### config.mk
export PLATFORM = sky130hd
export DESIGN_NAME = dbus_arbiter
export DESIGN_NICKNAME = d
export VERILOG_FILES = /design/src/rtl/dbus_arbiter.sv
export SDC_FILE = /design/constraint.sdc
export NUM_CORES = 1
export LEC_CHECK = 0
export CAP_MARGIN = 5
export CORE_AREA = 2 2 219 221
export CTS_BUF_LIST = sky130_fd_sc_hd__clkbuf_16
export DETAILED_ROUTE_END_ITERATION = 6
export DIE_AREA = 0 0 221 223
export DONT_BUFFER_PORTS = 1
export GPL_ROUTABILITY_DRIVEN = 1
export SETUP_SLACK_MARGIN = 0.5
export SLEW_MARGIN = 20
export SYNTH_ARGS = -nofsm -noshare
export SYNTH_HDL_FRONTEND = slang
export SYNTH_SLANG_ARGS = --single-unit
### constraint.sdc
create_clock -name clk -period 3.5 [get_ports clk]
set_input_delay 0.35 -clock clk [delete_from_list [all_inputs] [get_ports clk]]
set_output_delay 0.35 -clock clk [all_outputs]
set_load 0.1 [all_outputs]
### src/rtl/dbus_arbiter.sv
// Shares one downstream data-bus port among NREQ requesters; latches the winner's request until completion.
// Optional feature: define ARB_ROUND_ROBIN_EN for rotating priority (default: fixed, lowest index wins).
module dbus_arbiter #(
    parameter int NREQ = 2,
    parameter int AW   = 64,
    parameter int DW   = 64,
    localparam int SW  = DW / 8,
    localparam int IW  = (NREQ > 1) ? $clog2(NREQ) : 1
) (
    input  logic                 clk,
    input  logic                 reset,
    input  logic [NREQ-1:0]      req_valid_i,
    input  logic [NREQ*AW-1:0]   req_addr_i,
    input  logic [NREQ*3-1:0]    req_size_i,
    input  logic [NREQ*SW-1:0]   req_strobe_i,
    input  logic [NREQ*DW-1:0]   req_data_i,
    output logic [NREQ-1:0]      resp_addr_ok_o,
    output logic [NREQ-1:0]      resp_data_ok_o,
    output logic [DW-1:0]        resp_data_o,
    output logic                 dn_valid_o,
    output logic [AW-1:0]        dn_addr_o,
    output logic [2:0]           dn_size_o,
    output logic [SW-1:0]        dn_strobe_o,
    output logic [DW-1:0]        dn_data_o,
    input  logic                 dn_addr_ok_i,
    input  logic                 dn_data_ok_i,
    input  logic [DW-1:0]        dn_data_i
);

    typedef enum logic {IDLE, BUSY} state_t;

    state_t          state_q, state_d;
    logic [IW-1:0]   owner_q, owner_d;
    logic [AW-1:0]   addr_q, addr_d;
    logic [2:0]      size_q, size_d;
    logic [SW-1:0]   strobe_q, strobe_d;
    logic [DW-1:0]   data_q, data_d;

    logic [IW-1:0]   winner;
    logic            complete;

`ifdef ARB_ROUND_ROBIN_EN
    logic [IW-1:0]   ptr_q, ptr_d;
    logic [IW:0]     rrSum;
    logic [IW-1:0]   rrIdx;
    logic            rrFound;

    // First valid requester at or after the pointer, wrapping at NREQ.
    always_comb begin
        winner  = '0;
        rrSum   = '0;
        rrIdx   = '0;
        rrFound = 1'b0;
        for (int k = 0; k < NREQ; k++) begin
            rrSum = {1'b0, ptr_q} + (IW+1)'(k);
            if (rrSum >= (IW+1)'(NREQ)) begin
                rrSum = rrSum - (IW+1)'(NREQ);
            end
            rrIdx = rrSum[IW-1:0];
            if (!rrFound && req_valid_i[rrIdx]) begin
                winner  = rrIdx;
                rrFound = 1'b1;
            end
        end
    end
`else
    always_comb begin
        winner = '0;
        for (int i = NREQ - 1; i >= 0; i--) begin
            if (req_valid_i[i]) begin
                winner = IW'(i);
            end
        end
    end
`endif

    // Reset gates the ok pulse so a BUSY state still visible during reset never acknowledges.
    assign complete = (state_q == BUSY) && dn_addr_ok_i && dn_data_ok_i && !reset;

    always_comb begin
        state_d  = state_q;
        owner_d  = owner_q;
        addr_d   = addr_q;
        size_d   = size_q;
        strobe_d = strobe_q;
        data_d   = data_q;
`ifdef ARB_ROUND_ROBIN_EN
        ptr_d    = ptr_q;
`endif
        case (state_q)
            IDLE: begin
                if (|req_valid_i) begin
                    state_d  = BUSY;
                    owner_d  = winner;
                    addr_d   = req_addr_i[winner*AW +: AW];
                    size_d   = req_size_i[winner*3 +: 3];
                    strobe_d = req_strobe_i[winner*SW +: SW];
                    data_d   = req_data_i[winner*DW +: DW];
                end
            end
            BUSY: begin
                if (complete) begin
                    state_d = IDLE;
`ifdef ARB_ROUND_ROBIN_EN
                    if (owner_q == IW'(NREQ - 1)) begin
                        ptr_d = '0;
                    end else begin
                        ptr_d = owner_q + IW'(1);
                    end
`endif
                end
            end
            default: state_d = IDLE;
        endcase
    end

    always_ff @(posedge clk) begin
        if (reset) begin
            state_q  <= IDLE;
            owner_q  <= '0;
            addr_q   <= '0;
            size_q   <= '0;
            strobe_q <= '0;
            data_q   <= '0;
`ifdef ARB_ROUND_ROBIN_EN
            ptr_q    <= '0;
`endif
        end else begin
            state_q  <= state_d;
            owner_q  <= owner_d;
            addr_q   <= addr_d;
            size_q   <= size_d;
            strobe_q <= strobe_d;
            data_q   <= data_d;
`ifdef ARB_ROUND_ROBIN_EN
            ptr_q    <= ptr_d;
`endif
        end
    end

    always_comb begin
        resp_addr_ok_o = '0;
        resp_data_ok_o = '0;
        for (int i = 0; i < NREQ; i++) begin
            if (complete && (owner_q == IW'(i))) begin
                resp_addr_ok_o[i] = 1'b1;
                resp_data_ok_o[i] = 1'b1;
            end
        end
    end

    assign dn_valid_o  = (state_q == BUSY);
    assign dn_addr_o   = addr_q;
    assign dn_size_o   = size_q;
    assign dn_strobe_o = strobe_q;
    assign dn_data_o   = data_q;
    assign resp_data_o = dn_data_i;

endmodule

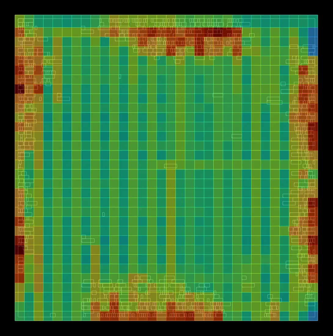
(images/congestion_map.png)
M1 GR Usage: 8.95%
Layout Utilization: 18.2%
routing usage on met2: 16.6%
met3 usage: 5.16%

==> flow_metrics.env <==
# source this file to load flow results
export IMPL_dp_slack_ns=1.25
export IMPL_flops=141
export IMPL_ys_sh_simple_pct=24.4
export IMPL_worstHoldPathCells=2
export IMPL_fp_nets=1200
export IMPL_placed_cell_area_sq_um=6780
export IMPL_die_y_um=223
export IMPL_cp_endpoint="dn_data_o[9]"
export IMPL_wl_met3_um=2780
export IMPL_ir_drop_uv=461
export IMPL_finalInstanceArea_sq_um=8580
export IMPL_clock_skew_final_ns=0.00563
export IMPL_r2r_start="dn_valid_o"
export IMPL_synthTopLogicFamily="simple AND/OR/NAND/NOR gates"
export IMPL_met2WireLength_um=12300
export IMPL_post_route_period_util_pct=80.0
export IMPL_grt_pass1_wl_um=36900
export IMPL_finalWorstSetupSlack_ns=0.701
export IMPL_p_seq_share_pct=53.9
export IMPL_finalSetupViolations=0
export IMPL_hold_slack_ns=0.0468
export IMPL_cts_resized=0
export IMPL_clkPwrFrac_pct=33.9
export IMPL_status="finished, final reports clean"
export IMPL_rr_worst_depth=5
export IMPL_drc=0
export IMPL_drtIter0Drc=299
export IMPL_cp_buffers_inverters=2
export IMPL_logic_gates=566
export IMPL_cap_violations=0
export IMPL_die_w_um=221
export IMPL_maxPowerGroup="registers"
export IMPL_powerClk_mw=1.95
export IMPL_ys_warnings_count=0
export IMPL_ys_area_sq_um=6550
export IMPL_cts_buffers_inserted=17
export IMPL_edf_count=0
export IMPL_slowest_delay_ns=0.91
export IMPL_p_total_mw=5.74
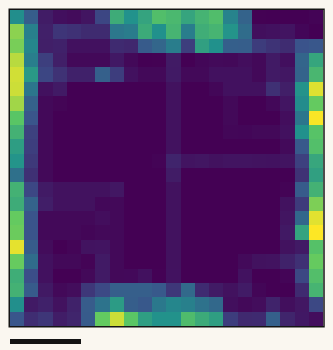
(images/route_heat.png)
The bar under the picture is 50 um long. 22 x 22 tiles, from dark purple (low) to yellow (high), scaled to the fullest tile. Values are wire area over tile area, all layers added.
mean over tiles = 0.092
emptiest ninth of the die = centre
fullest tile = 0.57

